**Run 1: close-up of the layout**

Window x 65 to 85, y 25 to 45 um. Cells in gray, sequential cells in the stronger gray; small squares are vias.
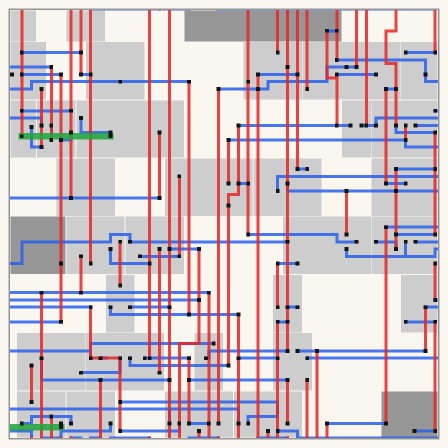
**Run 1: routed metal, one color a layer**

Drawn at 3 px/um.
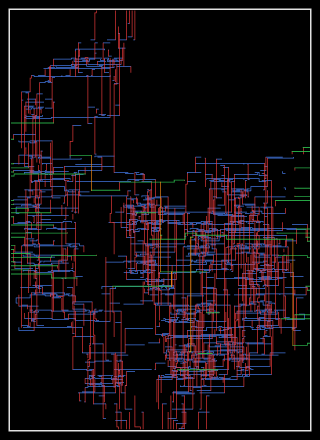
**Run 1: track usage over the die**

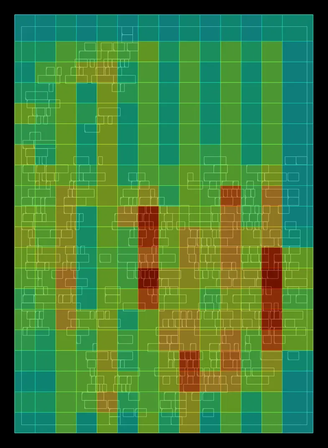
### src/rtl/adat_pkg.sv
`default_nettype none
// ============================================================================
// Module : adat_pkg
// Brief  : Shared FSM state type and sizing constants for the ADAT fetch path.
// Rev    : 1.0 - initial release
// ============================================================================
package adat_pkg;

  localparam int CHANNELS      = 8;
  localparam int WORD_BITS     = 32;
  localparam int RAM_ADDR_BITS = 11;

  typedef enum logic [1:0] {
    ST_IDLE    = 2'd0,
    ST_FETCH   = 2'd1,
    ST_PRESENT = 2'd2
  } fetch_state_t;

endpackage
`default_nettype wire

### src/rtl/frame_word_shifter.sv
`default_nettype none
// ============================================================================
// Module : frame_word_shifter
// Brief  : MSB-first serial-to-parallel shift register with shift enable.
// Rev    : 1.0 - initial release
// ============================================================================
module frame_word_shifter
  import adat_pkg::*;
#(
  parameter int WIDTH = WORD_BITS
) (
  input  logic             clk_i,
  input  logic             rst_ni,
  input  logic             shift_en_i,
  input  logic             bit_i,
  output logic [WIDTH-1:0] word_o
);

  logic [WIDTH-1:0] r_word;

  always_ff @(posedge clk_i) begin
    if (!rst_ni) begin
      r_word <= '0;
    end else if (shift_en_i) begin
      r_word <= {r_word[WIDTH-2:0], bit_i};
    end
  end

  assign word_o = r_word;

endmodule
`default_nettype wire

### src/rtl/adat_frame_fetcher.sv
`default_nettype none
// ============================================================================
// Module : adat_frame_fetcher
// Brief  : Reads one frame of 8 x 32-bit channel words out of the circular
//          channel buffer and presents them on a valid/ready word port.
// Rev    : 1.0 - initial release
// ============================================================================
module adat_frame_fetcher
  import adat_pkg::*;
#(
  parameter int CIRC_BUF_BITS   = 3,
  parameter int FRAME_ADDR_BITS = 8
) (
  input  logic                     clk_i,
  input  logic                     rst_ni,
  input  logic [CIRC_BUF_BITS-1:0] last_good_frame_idx_i,
  input  logic                     frame_req_i,
  output logic [RAM_ADDR_BITS-1:0] ram_read_addr_o,
  input  logic                     ram_read_data_i,
  output logic [WORD_BITS-1:0]     word_o,
  output logic                     word_valid_o,
  input  logic                     word_ready_i,
  output logic [2:0]               channel_idx_o,
  output logic                     frame_last_o,
  output logic                     busy_o,
  output logic                     underrun_o,
  output logic                     overrun_o
);

  localparam int               c_bit_w         = $clog2(WORD_BITS);
  localparam logic [c_bit_w:0] c_cnt_last_addr = (c_bit_w + 1)'(WORD_BITS - 1);
  localparam logic [c_bit_w:0] c_cnt_done      = (c_bit_w + 1)'(WORD_BITS);
  localparam logic [2:0]       c_last_ch       = 3'(CHANNELS - 1);

  fetch_state_t               r_state;
  logic [CIRC_BUF_BITS-1:0]   r_rd_idx;
  logic [CIRC_BUF_BITS-1:0]   r_last_good_q;
  logic                       r_synced;
  logic [2:0]                 r_ch;
  logic [c_bit_w:0]           r_cnt;
  logic [RAM_ADDR_BITS-1:0]   r_addr;
  logic                       r_valid;
  logic                       r_underrun;
  logic                       r_overrun;

  logic [CIRC_BUF_BITS-1:0]   w_avail;
  logic                       w_full;
  logic [2:0]                 w_ch_next;
  logic                       w_shift_en;

  function automatic logic [RAM_ADDR_BITS-1:0] frame_addr(
    input logic [CIRC_BUF_BITS-1:0] slot,
    input logic [2:0]               ch,
    input logic [c_bit_w-1:0]       bit_idx
  );
    frame_addr = {slot, FRAME_ADDR_BITS'({ch, bit_idx})};
  endfunction

  // An unsynced buffer position is meaningless, so it reads as empty.
  assign w_avail    = r_synced ? (last_good_frame_idx_i + CIRC_BUF_BITS'(1) - r_rd_idx) : '0;
  assign w_full     = &w_avail;
  assign w_ch_next  = r_ch + 3'd1;
  // Read data lags the address by one cycle, so the first FETCH cycle has nothing to capture.
  assign w_shift_en = (r_state == ST_FETCH) && (r_cnt != '0);

  always_ff @(posedge clk_i) begin
    if (!rst_ni) begin
      r_state       <= ST_IDLE;
      r_rd_idx      <= '0;
      r_last_good_q <= last_good_frame_idx_i;
      r_synced      <= 1'b0;
      r_ch          <= '0;
      r_cnt         <= '0;
      r_addr        <= '0;
      r_valid       <= 1'b0;
      r_underrun    <= 1'b0;
      r_overrun     <= 1'b0;
    end else begin
      r_underrun    <= 1'b0;
      r_overrun     <= 1'b0;
      r_last_good_q <= last_good_frame_idx_i;

      if (!r_synced && (last_good_frame_idx_i != r_last_good_q)) begin
        r_synced <= 1'b1;
        r_rd_idx <= last_good_frame_idx_i;
      end

      case (r_state)
        ST_IDLE: begin
          if (frame_req_i) begin
            if (w_avail == '0) begin
              r_underrun <= 1'b1;
            end else begin
              r_ch    <= '0;
              r_cnt   <= '0;
              r_state <= ST_FETCH;
              if (w_full) begin
                r_overrun <= 1'b1;
                r_rd_idx  <= last_good_frame_idx_i;
                r_addr    <= frame_addr(last_good_frame_idx_i, 3'd0, '0);
              end else begin
                r_addr    <= frame_addr(r_rd_idx, 3'd0, '0);
              end
            end
          end
        end

        ST_FETCH: begin
          if (r_cnt < c_cnt_last_addr) begin
            r_addr <= r_addr + RAM_ADDR_BITS'(1);
          end
          if (r_cnt == c_cnt_done) begin
            r_state <= ST_PRESENT;
            r_valid <= 1'b1;
          end else begin
            r_cnt <= r_cnt + (c_bit_w + 1)'(1);
          end
        end

        ST_PRESENT: begin
          if (word_ready_i) begin
            r_valid <= 1'b0;
            if (r_ch == c_last_ch) begin
              r_rd_idx <= r_rd_idx + CIRC_BUF_BITS'(1);
              r_state  <= ST_IDLE;
            end else begin
              r_ch    <= w_ch_next;
              r_cnt   <= '0;
              r_addr  <= frame_addr(r_rd_idx, w_ch_next, '0);
              r_state <= ST_FETCH;
            end
          end
        end

        default: r_state <= ST_IDLE;
      endcase
    end
  end

  frame_word_shifter #(
    .WIDTH (WORD_BITS)
  ) u_shifter (
    .clk_i      (clk_i),
    .rst_ni     (rst_ni),
    .shift_en_i (w_shift_en),
    .bit_i      (ram_read_data_i),
    .word_o     (word_o)
  );

  assign ram_read_addr_o = r_addr;
  assign word_valid_o    = r_valid;
  assign channel_idx_o   = r_ch;
  assign frame_last_o    = (r_ch == c_last_ch) && r_valid;
  assign busy_o          = (r_state != ST_IDLE);
  assign underrun_o      = r_underrun;
  assign overrun_o       = r_overrun;

endmodule
`default_nettype wire

### config.mk
export PLATFORM = sky130hd
export DESIGN_NAME = adat_frame_fetcher
export DESIGN_NICKNAME = d
export VERILOG_FILES = /design/src/rtl/adat_pkg.sv /design/src/rtl/frame_word_shifter.sv /design/src/rtl/adat_frame_fetcher.sv
export SDC_FILE = /design/constraint.sdc
export NUM_CORES = 1
export LEC_CHECK = 0
export ABC_CLOCK_PERIOD_IN_PS = 3300
export CAP_MARGIN = 25
export CORE_AREA = 2 2 98 138
export CTS_BUF_LIST = sky130_fd_sc_hd__clkbuf_2 sky130_fd_sc_hd__clkbuf_4 sky130_fd_sc_hd__clkbuf_8
export DETAILED_ROUTE_END_ITERATION = 8
export DIE_AREA = 0 0 100 140
export SLEW_MARGIN = 20
export SYNTH_ARGS = -nofsm -noshare
export SYNTH_HDL_FRONTEND = slang
export SYNTH_SLANG_ARGS = --single-unit
### constraint.sdc
create_clock -name clk_i -period 3.3 [get_ports clk_i]
set_input_delay 0.495 -clock clk_i [delete_from_list [all_inputs] [get_ports clk_i]]
set_output_delay 0.495 -clock clk_i [all_outputs]
set_load 0.005 [all_outputs]
==> impl_metrics.toml, run 1 <==
# generated from flow reports
[status]
outcome = "finished clean"

[sta]
timing.fmax_mhz = 350
slew_headroom_pct = 54.1
holdWs_ns = 0.481
period_used_pct = 86.7

[yosys]
common_cells = "nand2_1, dfxtp_1, a21boi_0"
edf_count = 0
yosys-top-cells-area = "dfxtp_1, nand2_1, a21boi_0"

[clock_network]
cts_resized = 0
cts-root-buf = "clkbuf_8"
clk_latency_ns = 0.34

[placement]
dp_cells = 588
hpwl_um = 5820

[critical_path]
arrival_ns = 3.13
start_kind = "primary input"
worstReg2RegEnd = "ram_read_addr_o[4]$_SDFFE_PN0P_"

[cells_and_area]
comb_area_um2 = 1760
diodes = 0

[route]
routedWlPerCell_um = 13.6
drc = 0

[global_routing]
grt_max_degree = 33
About 'close-up of the layout':
legend:
  blue:
    layer: met1
  red:
    layer: met2
  green:
    layer: met3
cells with their middle in the window: 30
sequential cells in the window: 1
netlist names of flops here include: r_rd_idx (1)

About 'routed metal, one color a layer':
legend:
  blue:
    layer: met1
    wire_length: 3530 um
  red:
    layer: met2
    wire_length: 4110 um
  green:
    layer: met3
    wire_length: 427 um
  orange:
    layer: met4
    wire_length: 120 um

About 'track usage over the die':
global routing's busiest layer: met2
total track usage: 12.2%
met1 Use GR: 13.6%
final core occ: 32.2%
grt met3 use: 4.39%

## run 1: area by class of cell
class	count	area share, %
Tap cell	153	4.66
Timing Repair Buffer	69	16.1
Clock inverter	3	0.426
Multi-Input combinational cell	292	42.8
Inverter	10	0.914
Clock buffer	12	3.87
Sequential cell	64	31.2
## run 1: through the flow
| stage | area (um^2) | setup slack, ns |
|---|---|---|
| final | 4110 | 0.440 |
| after global routing | 4110 | 0.276 |
| after CTS | 4110 | 0.460 |
| after detailed placement | 3930 | 0.113 |
| after global placement | 3930 | 0.170 |
| after floorplan | 3140 | 0.710 |
## run 1: sequential cells by signal, indices dropped and copies added (netlist names)
signal / flops
underrun_o: 1
channel_idx_o: 3
ram_read_addr_o: 11
r_last_good_q: 3
r_rd_idx: 3
u_shifter.word_o: 32
overrun_o: 1
r_cnt: 6
r_synced: 1
word_valid_o: 1
r_state: 2
## run 1: routing by layer
layer  global-route usage, %  share of wire [%]  wire length [um]
met1                    13.6                 43              3530
met2                    21.0                 50              4110
met3                    4.39                5.2               426
met4                    4.47                1.5               119
met5                       0                  0                 0
## run 1: power by group
part           internal, W  leakage [nW]  switching (W)  total, W
Combinational     0.000153         0.817       0.000207  0.000360
Sequential        0.000793         0.518      0.0000236  0.000816
Clock             0.000315        0.0917       0.000299  0.000614
## run 1: worst max-delay path: cells and delay by family
family | cells | cell delay, ns
AND-OR/OR-AND | 2 | 0.25
XOR/XNOR | 2 | 0.46
adder cells (fa/ha/maj) | 2 | 0.47
buffers and inverters | 3 | 0.57
AND/OR/NAND/NOR | 2 | 0.88
## run 1: worst max-delay path by stage
stage,from,end,cells after the start
after floorplan,last_good_frame_idx_i[1],ram_read_addr_o[4]$_SDFFE_PN0P_,10
after global placement,last_good_frame_idx_i[1],ram_read_addr_o[4]$_SDFFE_PN0P_,11
after detailed placement,last_good_frame_idx_i[1],ram_read_addr_o[4]$_SDFFE_PN0P_,11
after CTS,last_good_frame_idx_i[1],ram_read_addr_o[4]$_SDFFE_PN0P_,11
after global routing,last_good_frame_idx_i[1],r_cnt[5]$_SDFFE_PN0P_,12
final,last_good_frame_idx_i[1],ram_read_addr_o[4]$_SDFFE_PN0P_,11
## run 1: kinds of logic after synthesis
| group | synth area share [%] |
|---|---|
| simple gates | 22.9 |
| xor+xnor | 3.02 |
| buf+inv | 3.46 |
| flops | 40.7 |
| mux | 1.67 |
| fa+ha+maj | 5.17 |
| compound gates | 23.0 |
## run 1: cell usage in the layout, fill, tap and decap left out, drive strengths merged, types with 3 or more instances in the layout
cell and n:
dfxtp 64, and3 5, clkbuf 12, ha 13, nand4 6, or3 3
buf 11, a21oi 16, o21a 6, a22oi 3, nor2b 8, a21boi 39
o21ai 20, a22o 3, nand3 10, o31ai 3, clkdlybuf4s50 58, inv 10
nand2b 4, o22ai 6, nand2 88, nor2 15, nor3 4, xnor2 8
mux2i 3, and2 6
**Run 1: sequential cells colored by netlist name**

Drawn at 3 px/um. Other sequential cells in the stronger gray, the rest of the logic in the fainter gray.
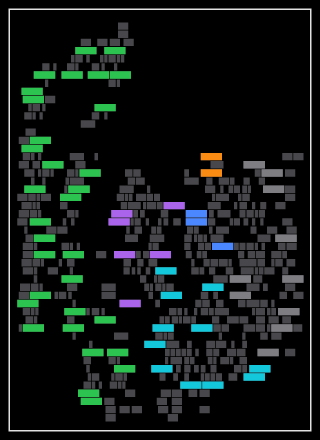

==> run 2, diff against run 1 <==
--- a/config.mk
+++ b/config.mk
@@ -11,6 +11,7 @@
 export CTS_BUF_LIST = sky130_fd_sc_hd__clkbuf_2 sky130_fd_sc_hd__clkbuf_4 sky130_fd_sc_hd__clkbuf_8
 export DETAILED_ROUTE_END_ITERATION = 8
 export DIE_AREA = 0 0 100 140
+export GPL_TIMING_DRIVEN = 0
 export SLEW_MARGIN = 20
 export SYNTH_ARGS = -nofsm -noshare
 export SYNTH_HDL_FRONTEND = slang
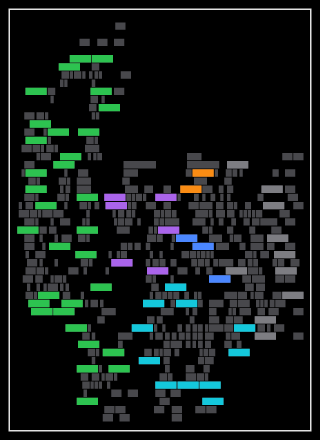
**Above:** run 2 (sequential cells colored by netlist name).
Drawn at 3 px/um. Other sequential cells in the stronger gray, the rest of the logic in the fainter gray.
legend:
  orange:
    signal: r_state
    flops: 2
  cyan:
    signal: ram_read_addr_o
    flops: 11
  blue:
    signal: channel_idx_o
    flops: 3
  green:
    signal: u_shifter.word_o
    flops: 32
    where: a column on the left
  purple:
    signal: r_cnt
    flops: 6
    where: center
not colored: 10

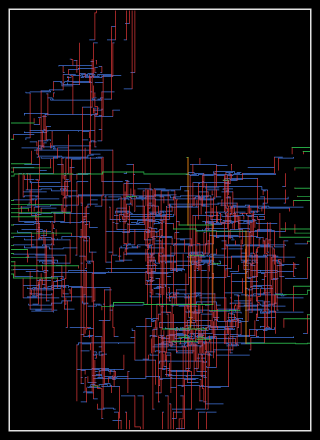
**Above:** run 2 (routed metal, one color a layer).
Drawn at 3 px/um.
legend:
  red:
    layer: met2
    wire_length: 4120 um
  blue:
    layer: met1
    wire_length: 3480 um
  green:
    layer: met3
    wire_length: 454 um
  orange:
    layer: met4
    wire_length: 110 um

==> run 2 against run 1 <==
  * Total power is 7.5% higher
  * Clock skew is 0.0058 ns lower
  * Maximum frequency fell by 8.8%
  * Via count increased by 1.3%
  * Sequential power hardly changed
  * Synthesized area stayed put
==> impl_metrics.toml, run 2 <==
# generated from flow reports
[critical_path]
arrival_ns = 3.40
cp_max_fo = 7
ff2ff_path_depth = 9
start_kind = "primary input"
ff2ff_setup_slack_ns = 0.62
worstReg2RegEnd = "ram_read_addr_o[4]$_SDFFE_PN0P_"

[yosys]
syn_area_um2 = 3140
top_cell = "nand2_1"
ys_seq_share_pct = 40.7
ys_ff = 64
yosys-top-cells-area = "dfxtp_1, nand2_1, a21boi_0"
edf_count = 0
common_cells = "nand2_1, dfxtp_1, a21boi_0"
synth-warning-count = 0
fp_nets = 405

[floorplanning]
fp-utilization_pct = 24.7
core_um2 = 12800

[global_routing]
grt_pass1_vias = 2905
grt_max_degree = 11
grt.total_usage_pct = 12.0

[min_path]
whs_path_depth = 2
min_to = "u_shifter.word_o[31]$_SDFFE_PN0P_"

[cells_and_area]
lay_top_count = "nand2_1"
largest_reg_flops = 32
syn_to_final_growth_pct = 31.6
mostFrequentLayoutCells = "nand2_1, dfxtp_1, clkdlybuf4s50_1, a21boi_0, o21ai_0"
diodes = 0

[placement]
dp_cells = 594
hpwl_um = 6130
gp_congestion = 0.845

[sta]
setup_viol = 0
fin_tns_setup_ns = 0
slew_headroom_pct = 62.4
timing.fmax_mhz = 319
holdWs_ns = 0.470
period_used_pct = 95.0

[clock_network]
cts-root-buf = "clkbuf_8"
clk_latency_ns = 0.34
clk_pin_slew_ns = 0.07

[route]
via_per_inst = 4.77
routedWlPerCell_um = 13.4
drc = 0
wl_um = 8160

[status]
outcome = "finished clean"
-- run 2: cell counts after synthesis --
Identical to the previous run, type by type.
-- run 2: kinds of logic after synthesis --
| group | share of synthesized area, % |
|---|---|
| simple gates | 22.9 |
| xor+xnor | 3.02 |
| buf+inv | 3.46 |
| flops | 40.7 |
| compound gates | 23.0 |
| mux | 1.67 |
| fa+ha+maj | 5.17 |
-- run 2: critical path: stages --
cell and delay, ns:
clkdlybuf4s50_1 0.57, inv_1 0.09, ha_1 0.29, inv_1 0.04
ha_1 0.19, xor2_1 0.17, xnor2_2 0.29, o21ai_2 0.17
or3_1 0.42, or4_1 0.52, a21boi_1 0.14
-- run 2: layout make-up --
| cell class | instances | area, um^2 |
|---|---|---|
| fill | 1375 | 8620 |
| multi-input combinational | 292 | 1760 |
| clock buffer | 12 | 159 |
| timing repair buffer | 57 | 571 |
| tap | 153 | 191 |
| inverter | 10 | 37.5 |
| buffer | 18 | 72.6 |
| clock inverter | 3 | 65.1 |
| sequential | 64 | 1280 |
-- run 2: worst max path at each step --
| stage | slack (ns) | from | cells after the start | to |
|---|---|---|---|---|
| 4_1_cts | 0.09 | last_good_frame_idx_i[1] | 11 | ram_read_addr_o[10]$_SDFFE_PN0P_ |
| 6_report | 0.16 | last_good_frame_idx_i[1] | 11 | ram_read_addr_o[4]$_SDFFE_PN0P_ |
| 2_1_floorplan | 0.71 | last_good_frame_idx_i[1] | 10 | ram_read_addr_o[4]$_SDFFE_PN0P_ |
| 5_1_grt | 0.03 | last_good_frame_idx_i[1] | 11 | ram_read_addr_o[4]$_SDFFE_PN0P_ |
| 3_3_place_gp | -0.25 | last_good_frame_idx_i[1] | 11 | ram_read_addr_o[10]$_SDFFE_PN0P_ |
| 3_5_place_dp | -0.26 | last_good_frame_idx_i[1] | 11 | ram_read_addr_o[10]$_SDFFE_PN0P_ |
-- run 2: timing repair --
action                                  4_1_cts  5_1_grt
gates resized                                 0        3
endpoints found under the setup margin        0        7
buffers inserted                              0        0
hold endpoints to repair                      0        0
-- run 2: metrics by stage --
step,area (um^2),power (W),setup WS (ns),util [%]
finish,4140,0.00193,0.164,32.4
global route,4140,0.00204,0.0292,32.4
CTS,4130,0.00195,0.0937,32.4
detailed placement,3910,0.00117,-0.260,30.6
global placement,3910,0.00116,-0.251,30.6
floorplan,3140,0.00106,0.710,-
-- run 2: layer usage --
layer  GRT usage, %  part of all wire (%)  up-vias
li1               -                     -     1470
met1           14.0                    43     1356
met2           20.7                    50       70
met3           3.69                   5.6       10
met4           3.82                   1.3        0
met5              0                     0        -
-- run 2: where the power goes --
| part | switching (W) | internal [W] | leakage (nW) |
|---|---|---|---|
| clock | 0.000301 | 0.000470 | 0.116 |
| combinational | 0.000204 | 0.000134 | 0.789 |
| sequential | 0.0000223 | 0.000793 | 0.518 |
Power and IR drop assume default switching activity.
